Fig. 1: clock nets
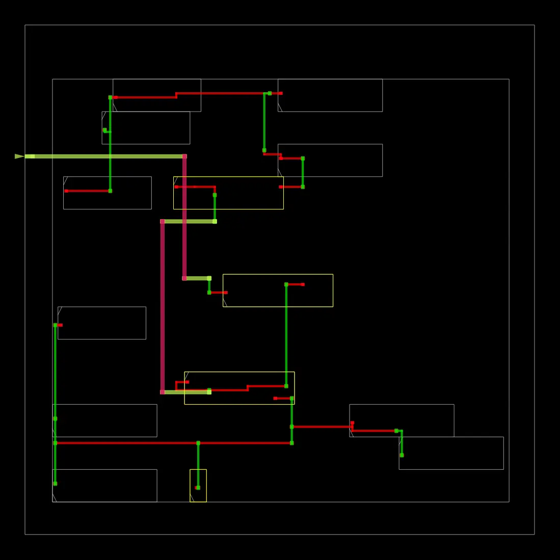
Fig. 2: drive-strength map
The bar under the picture is 10 um long.
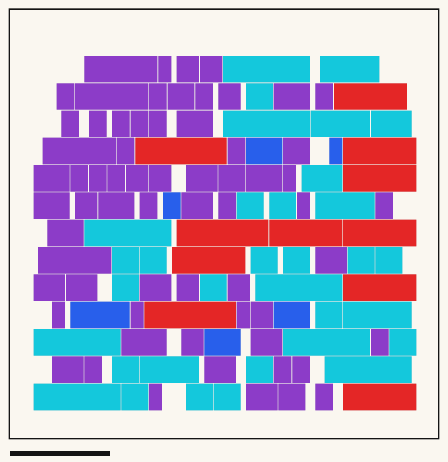
==> config.mk <==
export PLATFORM = sky130hd
export DESIGN_NAME = stage_sequencer
export DESIGN_NICKNAME = d
export VERILOG_FILES = /design/src/rtl/stage_sequencer.sv
export SDC_FILE = /design/constraint.sdc
export NUM_CORES = 1
export LEC_CHECK = 0
export CORE_MARGIN = 2
export CORE_UTILIZATION = 46
export CTS_BUF_LIST = sky130_fd_sc_hd__clkbuf_16
export CTS_CLUSTER_SIZE = 40
export DETAILED_ROUTE_END_ITERATION = 16
export HOLD_SLACK_MARGIN = 0.03
export PLACE_DENSITY_LB_ADDON = 0.08
export SYNTH_ARGS = -nofsm -noshare
export SYNTH_HDL_FRONTEND = slang
export SYNTH_SLANG_ARGS = --single-unit
export TNS_END_PERCENT = 100
==> constraint.sdc <==
create_clock -name clk -period 2.1 [get_ports clk]
set_input_delay 0.42 -clock clk [delete_from_list [all_inputs] [get_ports clk]]
set_output_delay 0.42 -clock clk [all_outputs]
set_load 0.1 [all_outputs]
==> results.ini <==
[floorplan]
initCoreUtil_pct=50.8
tap_cells=15
die_h_um=42.6
row_count=13

[placed_design]
place_hpwl_um=1470

[critical_path]
slowest_delay_ns=0.38
crit_family=simple AND/OR/NAND/NOR gates
worstPathArrival_ns=1.66

[finish]
sh_seq_area_pct=18.3
sh_comb_area_pct=43.9

[global_routing]
use_met1_pct=36.0

[power]
p_switching_mw=0.325
p_seq_mw=0.227
power_frac_clock_pct=38.5
peakVddDrop_v=0.000607

[yosys]
synthTopCellsByArea=dfxtp_1, nor3_1, xor2_1
aoi_share_pct=15.0

[sta]
layout_min_cycle_time_ns=2.08

[clock_tree]
clockBufferDepth=2

[detailed_routing]
drtPass1Iterations=4

[outcome]
run_status=complete, no violations

Notes on Fig. 1 above:
clk latency late pin: 0.24 ns
clock buffers: 3
skew final: 0.00617 ns
Clk. pwr: 0.343 mW

Notes on Fig. 2 above:
drive 1 or less -> purple  # cells 65
drive 2 -> blue  # cells 6
drive 6 and up -> red  # cells 11
drive 3 to 4 -> cyan  # cells 33
design area: 1220 um2
nonclk buf count: 32
setup ws final: 0.0186 ns

-- layer usage --
| layer | vias to the layer above | part of all wire [%] |
|---|---|---|
| li1 | 373 | - |
| met1 | 372 | 41 |
| met2 | 49 | 48 |
| met3 | 18 | 7.1 |
| met4 | 0 | 4.2 |
| met5 | - | 0 |
-- cell usage in the layout, fill, tap and decap left out, types with 2 or more instances in the layout --
cell and count:
xor2_1 5, nor3_1 7, mux2i_1 2, nor3_4 3, nor3b_1 2, buf_4 18, nor3_2 2, nand4b_1 2
buf_12 8, o21ai_0 2, o21ai_1 3, clkbuf_16 3, inv_1 4, clkdlybuf4s50_1 4, nand2_1 2, dfxtp_1 4
nor4_1 2, nor2_4 2, nand4_1 2, a21oi_1 7, o22ai_1 2, dfxtp_4 6, nand3_1 3, nor2b_1 3
No activity file was given, so power comes from the tool's default toggle rates.
